### Cells colored by class

Scale bar: 20 um. Fill, decap, tap and diode cells in gray.
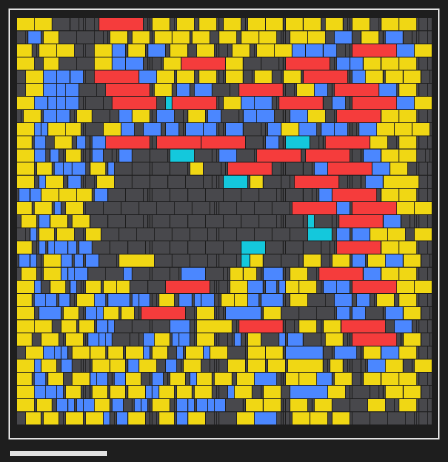
### Routing congestion map

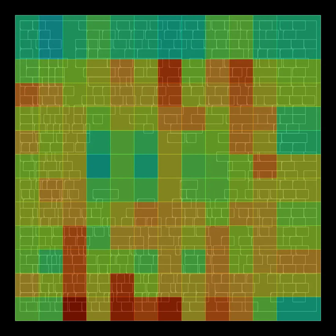
### Cell area per tile

The die is cut into 9 by 9 equal tiles; white is low, dark blue is high, 0 to 100% covered.
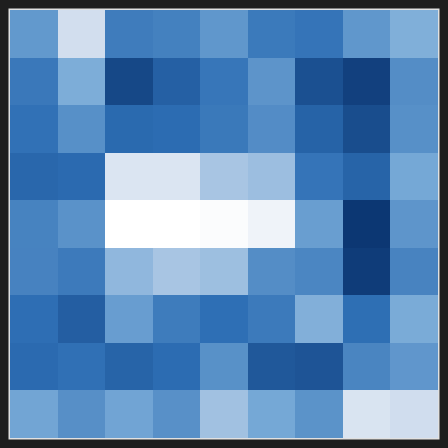
`config.mk`:
```
export PLATFORM = sky130hd
export DESIGN_NAME = instr_ram_arbiter_flat
export DESIGN_NICKNAME = d
export VERILOG_FILES = /design/src/rtl/instr_ram_arbiter_pkg.sv /design/src/rtl/instr_ram_arbiter_if.sv /design/src/rtl/instr_ram_arbiter.sv /design/src/flat_wrapper.sv
export SDC_FILE = /design/constraint.sdc
export NUM_CORES = 1
export LEC_CHECK = 0
export CORE_UTILIZATION = 34
export CTS_CLUSTER_DIAMETER = 120
export CTS_CLUSTER_SIZE = 24
export DETAILED_ROUTE_END_ITERATION = 7
export PLACE_DENSITY = 0.87
export SLEW_MARGIN = 20
export SYNTH_ARGS = -nofsm -noshare
export SYNTH_HDL_FRONTEND = slang
export SYNTH_SLANG_ARGS = --single-unit
export TNS_END_PERCENT = 50
```
`constraint.sdc`:
```
create_clock -name wb_clk_i -period 4.8 [get_ports wb_clk_i]
set_input_delay 1.44 -clock wb_clk_i [delete_from_list [all_inputs] [get_ports wb_clk_i]]
set_output_delay 1.44 -clock wb_clk_i [all_outputs]
set_load 0.01 [all_outputs]
```
`src/rtl/instr_ram_arbiter_pkg.sv`:
```
// Shared types and defaults for the instruction-SRAM arbiter.
package instr_ram_pkg;

  localparam int          DATA_W        = 32;
  localparam int          DEF_ADDR_W    = 9;
  localparam logic [31:0] DEF_BASE_ADDR = 32'h3000_0000;

  // The control word sits just past the end of the SRAM window.
  function automatic logic [31:0] ctrl_offset(input int addr_w);
    return 32'd4 << addr_w;
  endfunction

  localparam logic [31:0] CTRL_OFFSET = ctrl_offset(DEF_ADDR_W);

  typedef enum logic [1:0] {
    IDLE,
    WB_RD,
    WB_ACK
  } arb_state_t;

endpackage

```
`src/rtl/instr_ram_arbiter_if.sv`:
```
// Wishbone slave-port signal bundle between the management SoC and the arbiter.
interface instr_ram_arbiter_if;
  import instr_ram_pkg::*;

  logic              wbs_cyc_i;
  logic              wbs_stb_i;
  logic              wbs_we_i;
  logic [3:0]        wbs_sel_i;
  logic [31:0]       wbs_adr_i;
  logic [DATA_W-1:0] wbs_dat_i;
  logic              wbs_ack_o;
  logic [DATA_W-1:0] wbs_dat_o;

  modport master (
    output wbs_cyc_i, wbs_stb_i, wbs_we_i, wbs_sel_i, wbs_adr_i, wbs_dat_i,
    input  wbs_ack_o, wbs_dat_o
  );

  modport slave (
    input  wbs_cyc_i, wbs_stb_i, wbs_we_i, wbs_sel_i, wbs_adr_i, wbs_dat_i,
    output wbs_ack_o, wbs_dat_o
  );

endinterface

```
`src/rtl/instr_ram_arbiter.sv`:
```
// Shares the single-port instruction SRAM between Wishbone (fixed priority) and core fetch.
// Optional fetch lock register enabled by defining INSTR_RAM_ARB_LOCK_EN.
module instr_ram_arbiter
  import instr_ram_pkg::*;
#(
  parameter int          ADDR_W    = DEF_ADDR_W,
  parameter logic [31:0] BASE_ADDR = DEF_BASE_ADDR
) (
  input  logic              wb_clk_i,
  input  logic              wb_rst_i,
  instr_ram_arbiter_if.slave wb,
  input  logic              core_req_i,
  input  logic [ADDR_W-1:0] core_addr_i,
  output logic              core_gnt_o,
  output logic              core_rvalid_o,
  output logic [DATA_W-1:0] core_rdata_o,
  output logic              ram_csb_o,
  output logic              ram_web_o,
  output logic [3:0]        ram_wmask_o,
  output logic [ADDR_W-1:0] ram_addr_o,
  output logic [DATA_W-1:0] ram_din_o,
  input  logic [DATA_W-1:0] ram_dout_i
);

  arb_state_t        state, state_next;
  logic              wb_new;
  logic              ram_hit;
  logic              ctrl_hit;
  logic              wb_issue;
  logic              lock;
  logic [ADDR_W-1:0] wb_word;
  logic              unused_adr;

  // Reset gates the request paths so the macro interface idles while reset is held.
  assign wb_new       = wb.wbs_cyc_i & wb.wbs_stb_i & (state == IDLE) & ~wb_rst_i;
  assign ram_hit      = wb.wbs_adr_i[31:ADDR_W+2] == BASE_ADDR[31:ADDR_W+2];
  assign wb_word      = wb.wbs_adr_i[ADDR_W+1:2];
  assign wb_issue     = wb_new & ram_hit;
  assign unused_adr   = ^wb.wbs_adr_i[1:0];
  assign core_gnt_o   = core_req_i & ~wb_new & ~lock & ~wb_rst_i;
  assign core_rdata_o = ram_dout_i;
  assign wb.wbs_ack_o = (state == WB_ACK);

`ifdef INSTR_RAM_ARB_LOCK_EN
  localparam logic [31:0] CTRL_ADDR = BASE_ADDR + ctrl_offset(ADDR_W);

  assign ctrl_hit = wb.wbs_adr_i[31:2] == CTRL_ADDR[31:2];

  // Lock comes out of reset set so the SoC can load the program before the core fetches.
  always_ff @(posedge wb_clk_i or posedge wb_rst_i) begin
    if (wb_rst_i) begin
      lock <= 1'b1;
    end else if (wb_new & ctrl_hit & wb.wbs_we_i & wb.wbs_sel_i[0]) begin
      lock <= wb.wbs_dat_i[0];
    end
  end
`else
  assign ctrl_hit = 1'b0;
  assign lock     = 1'b0;
`endif

  always_ff @(posedge wb_clk_i or posedge wb_rst_i) begin
    if (wb_rst_i) begin
      state <= IDLE;
    end else begin
      state <= state_next;
    end
  end

  always_comb begin
    state_next  = state;
    ram_csb_o   = 1'b1;
    ram_web_o   = 1'b1;
    ram_wmask_o = 4'b0000;
    ram_addr_o  = '0;
    ram_din_o   = '0;

    case (state)
      IDLE: begin
        if (wb_new) begin
          state_next = (ram_hit & ~wb.wbs_we_i) ? WB_RD : WB_ACK;
        end
      end
      WB_RD:   state_next = WB_ACK;
      WB_ACK:  state_next = IDLE;
      default: state_next = IDLE;
    endcase

    // Wishbone and core grant are mutually exclusive by construction of core_gnt_o.
    if (wb_issue) begin
      ram_csb_o  = 1'b0;
      ram_web_o  = ~wb.wbs_we_i;
      ram_addr_o = wb_word;
      if (wb.wbs_we_i) begin
        ram_wmask_o = wb.wbs_sel_i;
        ram_din_o   = wb.wbs_dat_i;
      end
    end else if (core_gnt_o) begin
      ram_csb_o  = 1'b0;
      ram_addr_o = core_addr_i;
    end
  end

  always_ff @(posedge wb_clk_i or posedge wb_rst_i) begin
    if (wb_rst_i) begin
      wb.wbs_dat_o  <= '0;
      core_rvalid_o <= 1'b0;
    end else begin
      core_rvalid_o <= core_gnt_o;
      if (wb_new & ~ram_hit) begin
        wb.wbs_dat_o <= ctrl_hit ? {{(DATA_W-1){1'b0}}, lock} : '0;
      end else if (state == WB_RD) begin
        wb.wbs_dat_o <= ram_dout_i;
      end
    end
  end

endmodule

```
`src/flat_wrapper.sv`:
```
// flat-port wrapper written by rule: the top's interface ports become plain ports
module instr_ram_arbiter_flat import instr_ram_pkg::*;
#(
  parameter int          ADDR_W    = DEF_ADDR_W,
  parameter logic [31:0] BASE_ADDR = DEF_BASE_ADDR
)
  (wb_clk_i, wb_rst_i, core_req_i, core_addr_i, core_gnt_o, core_rvalid_o, core_rdata_o, ram_csb_o, ram_web_o, ram_wmask_o, ram_addr_o, ram_din_o, ram_dout_i, wb_wbs_cyc_i, wb_wbs_stb_i, wb_wbs_we_i, wb_wbs_sel_i, wb_wbs_adr_i, wb_wbs_dat_i, wb_wbs_ack_o, wb_wbs_dat_o);
  instr_ram_arbiter_if wb_i ();
  input  logic wb_clk_i;
  input  logic wb_rst_i;
  input  logic core_req_i;
  input  logic [ADDR_W-1:0] core_addr_i;
  output logic core_gnt_o;
  output logic core_rvalid_o;
  output logic [DATA_W-1:0] core_rdata_o;
  output logic ram_csb_o;
  output logic ram_web_o;
  output logic [3:0] ram_wmask_o;
  output logic [ADDR_W-1:0] ram_addr_o;
  output logic [DATA_W-1:0] ram_din_o;
  input  logic [DATA_W-1:0] ram_dout_i;
  input wire logic [$bits(wb_i.wbs_cyc_i)-1:0] wb_wbs_cyc_i;
  input wire logic [$bits(wb_i.wbs_stb_i)-1:0] wb_wbs_stb_i;
  input wire logic [$bits(wb_i.wbs_we_i)-1:0] wb_wbs_we_i;
  input wire logic [$bits(wb_i.wbs_sel_i)-1:0] wb_wbs_sel_i;
  input wire logic [$bits(wb_i.wbs_adr_i)-1:0] wb_wbs_adr_i;
  input wire logic [$bits(wb_i.wbs_dat_i)-1:0] wb_wbs_dat_i;
  output wire logic [$bits(wb_i.wbs_ack_o)-1:0] wb_wbs_ack_o;
  output wire logic [$bits(wb_i.wbs_dat_o)-1:0] wb_wbs_dat_o;
  assign wb_i.wbs_cyc_i = wb_wbs_cyc_i;
  assign wb_i.wbs_stb_i = wb_wbs_stb_i;
  assign wb_i.wbs_we_i = wb_wbs_we_i;
  assign wb_i.wbs_sel_i = wb_wbs_sel_i;
  assign wb_i.wbs_adr_i = wb_wbs_adr_i;
  assign wb_i.wbs_dat_i = wb_wbs_dat_i;
  assign wb_wbs_ack_o = wb_i.wbs_ack_o;
  assign wb_wbs_dat_o = wb_i.wbs_dat_o;
  instr_ram_arbiter #(.ADDR_W(ADDR_W), .BASE_ADDR(BASE_ADDR)) u_core (.wb_clk_i(wb_clk_i), .wb_rst_i(wb_rst_i), .wb(wb_i), .core_req_i(core_req_i), .core_addr_i(core_addr_i), .core_gnt_o(core_gnt_o), .core_rvalid_o(core_rvalid_o), .core_rdata_o(core_rdata_o), .ram_csb_o(ram_csb_o), .ram_web_o(ram_web_o), .ram_wmask_o(ram_wmask_o), .ram_addr_o(ram_addr_o), .ram_din_o(ram_din_o), .ram_dout_i(ram_dout_i));
endmodule
```
==> flow_summary.yaml <==
# implementation run metrics
final_timing:
  setup_violations: 0
  fin_ws_ns: 0.08177
  max_slew_margin_pct: 59.78
  tns_ns: 0
  timing.final.crit_period_ns: 4.718
  finalHoldViolations: 0
placed_design:
  gp_congestion: 0.7627
  port-buffer-count: 226
  dpl_cell_area_um2: 4762
  hpwl_mm: 7.359
setup_path:
  worst-r2r-setup-slack_ns: 2.97
  r2r_end: "u_core.wb.wbs_dat_o[23]$_DFFE_PP0P_"
  setup.worst_path.class: "input pin to primary output"
  reg2reg_from: "u_core.state[1]$_DFFE_PP0P_"
outcome:
  status: "complete, no violations"
synth:
  ys_chip_area_um2: 2551
  syn_inst: 287
  ys_seq_share_pct: 34.33
  synth_cell_types: 25
finish:
  n_antenna_cell: 0
routing:
  drtIter0Drc: 55
floorplan:
  dieArea_um2: 7854
  ios: 229
clocking:
  path_clk_slew_ns: 0.07
  tritoncts: "done"
  cts_buffers: 5
  clkLatencyLatePin_ns: 0.28
power:
  leakage_nw: 2.060
min_path:
  hold_class: "flip-flop to flip-flop"
global_route:
  grt-ovfl-total: 0
  grt.total_usage_pct: 22.93
flow_run:
  warning_count: 28
## Picture notes: 'Cells colored by class'
Blue marks remaining logic cells, cells 189. Red marks sequential cells, cells 35. Yellow marks remaining buffers and delay cells, cells 244. Cyan marks clock drivers and dummy loads, cells 8.

## Picture notes: 'Routing congestion map'
GR peak layer: met2
post-layout util: 66.55%
routing usage on met2: 42.59%
WL/cell: 16.13 um

## Picture notes: 'Cell area per tile'
2.5% of the tiles are nearly empty. The fullest tile reaches 97%. The mean over all tiles is 60%. The emptiest ninth of the die: center. 24% of the tiles are over 75% full.

==> Yosys cell counts <==
| master | number | area (um^2) |
|---|---|---|
| o41a_1 | 1 | 11.26 |
| o211ai_1 | 9 | 67.56 |
| nand4bb_1 | 1 | 11.26 |
| nor4_2 | 4 | 50.05 |
| o21a_1 | 1 | 7.510 |
| nand3_1 | 10 | 50.05 |
| nor4_1 | 37 | 231.5 |
| and3b_1 | 1 | 8.760 |
| nor2_1 | 3 | 11.26 |
| a21boi_0 | 1 | 7.510 |
| mux2i_1 | 32 | 320.3 |
| a41oi_1 | 1 | 8.760 |
| inv_1 | 38 | 142.6 |
| a211oi_1 | 33 | 247.7 |
| nor2b_1 | 2 | 12.51 |
| and4bb_2 | 1 | 12.51 |
| nand4_2 | 1 | 12.51 |
| nand2_1 | 2 | 7.510 |
| o31ai_1 | 9 | 67.56 |
| clkbuf_1 | 19 | 71.32 |
| dfrtp_1 | 35 | 875.8 |
| buf_2 | 12 | 60.06 |
| buf_4 | 32 | 240.2 |
| or3_1 | 1 | 6.260 |
| and4_1 | 1 | 8.760 |
==> worst max-delay path: stages <==
cell,delay (ns)
clkdlybuf4s50_1,0.43
and4bb_2,0.38
a21boi_0,0.10
buf_4,0.17
a41oi_1,0.17
clkdlybuf4s50_1,0.58
==> report_power, final <==
part | internal (mW) | switching (mW)
combinational | 0.125 | 0.0687
sequential | 0.296 | 0.00191
clock | 0.102 | 0.101
==> layer usage <==
metal | track usage (%) | routed length, um
met5 | 0 | 0
met2 | 42.59 | 4888
met3 | 5.037 | 618
met4 | 7.625 | 208
met1 | 25.84 | 3557
==> timing repair <==
| item | 4_1_cts | 5_1_grt |
|---|---|---|
| resized | 48 | 1 |
| endpoints found under the setup margin | 46 | 1 |
| hold buffers | 0 | 0 |
| buffers inserted | 0 | 0 |
| pin swaps | 1 | 0 |
==> state kept, by name, indices dropped and copies added, names as in the netlist <==
register and count:
u_core.state 2, u_core.core_rvalid_o 1, u_core.wb.wbs_dat_o 32
==> logic make-up after synthesis <==
logic type             synth area share [%]
DFF                                   34.33
and+or+nand+nor                       16.58
buffers and inverters                 20.16
AOI/OAI and AO/OA                     16.38
muxes                                 12.56
==> worst max-delay path by stage <==
stage	startpoint	end	slack, ns	cells past startpoint
after detailed placement	wb_wbs_adr_i[20]	ram_din_o[19]	-0.21	6
after global placement	wb_wbs_adr_i[20]	ram_din_o[13]	-0.18	6
after floorplan	wb_wbs_adr_i[20]	ram_din_o[23]	0.73	4
after CTS	wb_rst_i	ram_csb_o	0.09	6
after global routing	wb_wbs_adr_i[23]	ram_din_o[30]	0.008	7
final	wb_rst_i	ram_csb_o	0.08	6
==> cell type report <==
type                       instances  area (um^2)
clock buffer                       7        76.32
clock inverter                     1        5.005
fill                             598         2426
inverter                          38        142.6
multi-input combinational        151         1214
sequential                        35        875.8
tap                               99        123.9
timing repair buffer             244         2390
Power and IR drop assume default switching activity.
